Routed metal, one colour a layer:
(2 px per um)
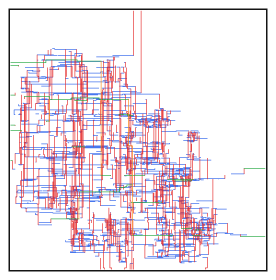
Clock network drawn from the DEF:
(3 px per um)
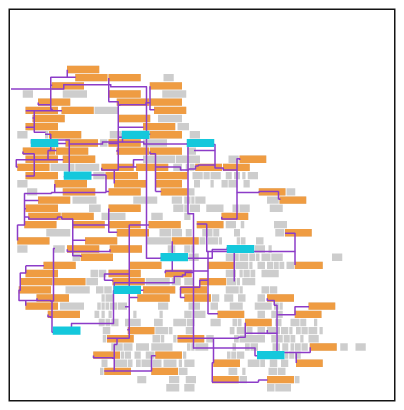
Routing congestion map:
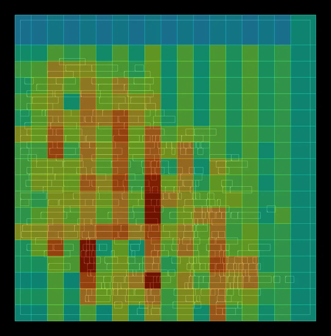
**src/rtl/uart_tx.sv**
```systemverilog
// uart_tx: FIFO-buffered 8N1 UART transmitter with a valid/ready byte input.
module uart_tx #(
    parameter int unsigned CLK_FREQ_HZ = 100_000_000,
    parameter int unsigned BAUD_RATE   = 115200,
    parameter int unsigned FIFO_DEPTH  = 8
) (
    input  logic                               i_clk,
    input  logic                               i_rst_n,
    input  logic                               i_valid,
    output logic                               o_ready,
    input  logic [7:0]                         i_data,
    output logic                               o_uart_rx,
    output logic                               o_busy,
    output logic [$clog2(FIFO_DEPTH+1)-1:0]    o_fifo_count
);

    localparam int unsigned CLKS_PER_BIT = CLK_FREQ_HZ / BAUD_RATE;
    localparam int unsigned BAUD_W       = (CLKS_PER_BIT > 1) ? $clog2(CLKS_PER_BIT) : 1;
    localparam int unsigned PTR_W        = $clog2(FIFO_DEPTH);
    localparam int unsigned CNT_W        = $clog2(FIFO_DEPTH + 1);

    typedef enum logic [1:0] {
        S_IDLE  = 2'd0,
        S_START = 2'd1,
        S_DATA  = 2'd2,
        S_STOP  = 2'd3
    } state_e;

    state_e             state_q, state_d;
    logic [BAUD_W-1:0]  baud_q, baud_d;
    logic [2:0]         bit_q, bit_d;
    logic [7:0]         shift_q, shift_d;
    logic               line_q, line_d;
    logic [PTR_W-1:0]   wptr_q, wptr_d;
    logic [PTR_W-1:0]   rptr_q, rptr_d;
    logic [CNT_W-1:0]   count_q, count_d;
    logic [7:0]         mem_q [FIFO_DEPTH];

    logic               push;
    logic               pop;
    logic               baud_last;
    logic               fifo_nonempty;

    assign o_ready       = (count_q != CNT_W'(FIFO_DEPTH));
    assign o_busy        = (state_q != S_IDLE) || (count_q != '0);
    assign o_fifo_count  = count_q;
    assign o_uart_rx     = line_q;

    assign push          = i_valid && o_ready;
    assign baud_last     = (baud_q == BAUD_W'(CLKS_PER_BIT - 1));
    assign fifo_nonempty = (count_q != '0);

    // Next-state, serializer and FIFO bookkeeping
    always_comb begin
        state_d = state_q;
        baud_d  = baud_q;
        bit_d   = bit_q;
        shift_d = shift_q;
        line_d  = line_q;
        pop     = 1'b0;

        unique case (state_q)
            S_IDLE: begin
                line_d = 1'b1;
                if (fifo_nonempty) begin
                    pop     = 1'b1;
                    shift_d = mem_q[rptr_q];
                    state_d = S_START;
                    baud_d  = '0;
                    line_d  = 1'b0;
                end
            end
            S_START: begin
                if (baud_last) begin
                    state_d = S_DATA;
                    baud_d  = '0;
                    bit_d   = '0;
                    line_d  = shift_q[0];
                end else begin
                    baud_d = baud_q + BAUD_W'(1);
                end
            end
            S_DATA: begin
                if (baud_last) begin
                    baud_d = '0;
                    if (bit_q == 3'd7) begin
                        state_d = S_STOP;
                        line_d  = 1'b1;
                    end else begin
                        shift_d = {1'b0, shift_q[7:1]};
                        bit_d   = bit_q + 3'd1;
                        line_d  = shift_q[1];
                    end
                end else begin
                    baud_d = baud_q + BAUD_W'(1);
                end
            end
            S_STOP: begin
                if (baud_last) begin
                    baud_d = '0;
                    // Chain straight into the next frame when data is waiting
                    if (fifo_nonempty) begin
                        pop     = 1'b1;
                        shift_d = mem_q[rptr_q];
                        state_d = S_START;
                        line_d  = 1'b0;
                    end else begin
                        state_d = S_IDLE;
                        line_d  = 1'b1;
                    end
                end else begin
                    baud_d = baud_q + BAUD_W'(1);
                end
            end
            default: begin
                state_d = S_IDLE;
                baud_d  = '0;
                line_d  = 1'b1;
            end
        endcase
    end

    // FIFO pointer and occupancy updates
    always_comb begin
        wptr_d  = push ? (wptr_q + PTR_W'(1)) : wptr_q;
        rptr_d  = pop  ? (rptr_q + PTR_W'(1)) : rptr_q;
        count_d = count_q + CNT_W'(push) - CNT_W'(pop);
    end

    // State and datapath registers; reset aborts any frame and drops buffered bytes
    always_ff @(posedge i_clk or negedge i_rst_n) begin
        if (!i_rst_n) begin
            state_q <= S_IDLE;
            baud_q  <= '0;
            bit_q   <= '0;
            shift_q <= '0;
            line_q  <= 1'b1;
            wptr_q  <= '0;
            rptr_q  <= '0;
            count_q <= '0;
        end else begin
            state_q <= state_d;
            baud_q  <= baud_d;
            bit_q   <= bit_d;
            shift_q <= shift_d;
            line_q  <= line_d;
            wptr_q  <= wptr_d;
            rptr_q  <= rptr_d;
            count_q <= count_d;
        end
    end

    // FIFO storage; contents are don't-care until written
    always_ff @(posedge i_clk) begin
        if (push) begin
            mem_q[wptr_q] <= i_data;
        end
    end

endmodule
```
**config.mk**
```make
export PLATFORM = sky130hd
export DESIGN_NAME = uart_tx
export DESIGN_NICKNAME = d
export VERILOG_FILES = /design/src/rtl/uart_tx.sv
export SDC_FILE = /design/constraint.sdc
export NUM_CORES = 1
export LEC_CHECK = 0
export CAP_MARGIN = 20
export CORE_AREA = 2 2 126 128
export CTS_CLUSTER_DIAMETER = 100
export DETAILED_ROUTE_END_ITERATION = 8
export DIE_AREA = 0 0 128 130
export SLEW_MARGIN = 20
export SYNTH_ARGS = -nofsm -noshare
export SYNTH_HDL_FRONTEND = slang
export SYNTH_SLANG_ARGS = --single-unit
export TNS_END_PERCENT = 50
```
**constraint.sdc**
```tcl
create_clock -name i_clk -period 2.47 [get_ports i_clk]
set_input_delay 0.494 -clock i_clk [delete_from_list [all_inputs] [get_ports i_clk]]
set_output_delay 0.494 -clock i_clk [all_outputs]
set_load 0.02 [all_outputs]
```
==> impl_metrics.env <==
# flow metrics
export IMPL_run_status="finished clean"
export IMPL_fmax_mhz=420
export IMPL_sh_comb_area_pct=30.3
export IMPL_clock_sinks=98
export IMPL_grt_pass1_wl_um=14100
export IMPL_fillers=1466
export IMPL_htree_num_levels=3
export IMPL_finalCriticalPeriod_ns=2.38
export IMPL_drive_gt1_share_pct=25.4
export IMPL_setup_viol=0
export IMPL_end_kind="flop"
export IMPL_aoi_share_pct=7.07
export IMPL_p_per_area_nw_per_um2=831
export IMPL_seq_area_share_pct=51.4
export IMPL_vias_per_cell=4.80
export IMPL_synth_cells=305
export IMPL_hold_viol=0
export IMPL_ios=18
export IMPL_p_switching_mw=1.24
export IMPL_topCellsByArea="edfxtp_1, dfrtp_1, mux4_2"
export IMPL_yosys_cells=305
export IMPL_core_um2=15400
export IMPL_path_class="reg2reg"
export IMPL_synth_edff_count=64
Back to the opening pictures, 'routed metal, one colour a layer':
layer	colour	wire length
met1	blue	3,910 um
met4	orange	149 um
met3	green	289 um
met2	red	4,290 um
final WL: 8630 um
WL/cell: 15.8 um
Vias: 2,621
total track usage: 11.3%

Back to the opening pictures, 'clock network drawn from the DEF':
[cells driving clock nets] cyan | count: 9
[clock wires] purple | length: 1,250 um
[flip-flops] orange | count: 98
routed clock nets	10
clk latency late pin: 0.36 ns
Worst Skew: 0.00765 ns

Back to the opening pictures, 'routing congestion map':
met2 Use GR: 18.7%
GR peak layer: met2
GRT met1 Usage: 14.1%

final timing paths:
check | start | to | slack [ns] | depth (start not counted)
max | baud_q[0] | o_fifo_count[2] | 0.09 | 10
min | baud_q[9] | baud_q[9] | 0.47 | 1
max reg2reg | baud_q[0] | o_fifo_count[2] | 0.09 | 10
min reg2reg | baud_q[9] | baud_q[9] | 0.47 | 1
max in group asynchronous | i_rst_n | o_uart_rx | 1.57 | 2
min in group asynchronous | i_rst_n | baud_q[7] | 0.56 | 2
layer usage:
metal | share of wire, % | vias up | routed length, um | GRT usage, %
li1 | - | 1255 | - | -
met1 | 45 | 1317 | 3910 | 14.1
met2 | 50 | 39 | 4290 | 18.7
met3 | 3.3 | 10 | 289 | 3.24
met4 | 1.7 | 0 | 148 | 4.59
met5 | 0 | - | 0 | 0
synth_stat cells (2+ instances only):
library cell  instances
nand2b_1              2
xnor2_1               3
and3b_1               2
or3_1                 8
nand2_1              12
nand4_1               2
mux4_2               16
inv_1                13
nor3_1                3
a21oi_1               5
xor2_1                3
clkbuf_1              6
a31oi_1               7
buf_2                 4
dfrtp_1              33
and2_1                2
edfxtp_1             64
mux2i_1               8
a21o_1                3
nand3b_1              2
ha_1                 16
nor2_1               21
a22o_1                4
o21ai_0               6
o311a_1               7
nor2b_1               8
mux2_2               11
nand3_1               8
worst register-to-register path: cells and delay by family, from the launching register on:
| kind | cells | cell delay [ns] |
|---|---|---|
| AND-OR/OR-AND | 1 | 0.18 |
| XOR/XNOR | 1 | 0.13 |
| adder cells (fa/ha/maj) | 4 | 1.01 |
| buffers and inverters | 2 | 0.10 |
| flip-flops | 1 | 0.37 |
| AND/OR/NAND/NOR | 2 | 0.48 |
cells in the final DEF (no fill, tap or decap), types with 9 or more instances in the layout:
cell type and count:
clkdlybuf4s50_1 15, mux4_2 16, nor2_1 21, edfxtp_1 64
clkbuf_16 9, nand2_1 11, dfrtp_1 33, ha_1 14
mux2_2 11, buf_4 30, inv_1 12
through the flow:
| stage | instance area, um2 | utilization, % | setup TNS (ns) | instances |
|---|---|---|---|---|
| 2_1_floorplan | 4530 | - | 0 | 305 |
| 3_3_place_gp | 5060 | 32.8 | 0 | 528 |
| 3_5_place_dp | 5060 | 32.8 | 0 | 528 |
| 4_1_cts | 5360 | 34.7 | 0 | 544 |
| 5_1_grt | 5390 | 35.0 | -0.201 | 546 |
| 6_report | 5390 | 35.0 | 0 | 546 |
repair_timing:
action / CTS / global route
pin swaps: 0 / 4
endpoints found under the setup margin: 2 / 4
buffers inserted: 0 / 2
resized: 2 / 9
hold endpoints to repair: 0 / 0
state kept, by name, indices dropped and copies added (netlist names):
| signal | flops |
|---|---|
| o_fifo_count | 4 |
| rptr_q | 3 |
| shift_q | 8 |
| state_q | 2 |
| wptr_q | 3 |
| baud_q | 10 |
| bit_q | 3 |
| mem_q | 64 |
| o_uart_rx | 1 |
power groups by stage:
stage / Sequential [mW] / Combinational (mW) / Clock [mW]
floorplan: 2.22 / 0.483 / 0
global placement: 2.19 / 0.831 / 0
detailed placement: 2.20 / 0.862 / 0
CTS: 2.17 / 0.864 / 1.48
global route: 2.19 / 0.958 / 1.55
finish: 2.17 / 0.865 / 1.45
Power is estimated from default activity; no workload was simulated.
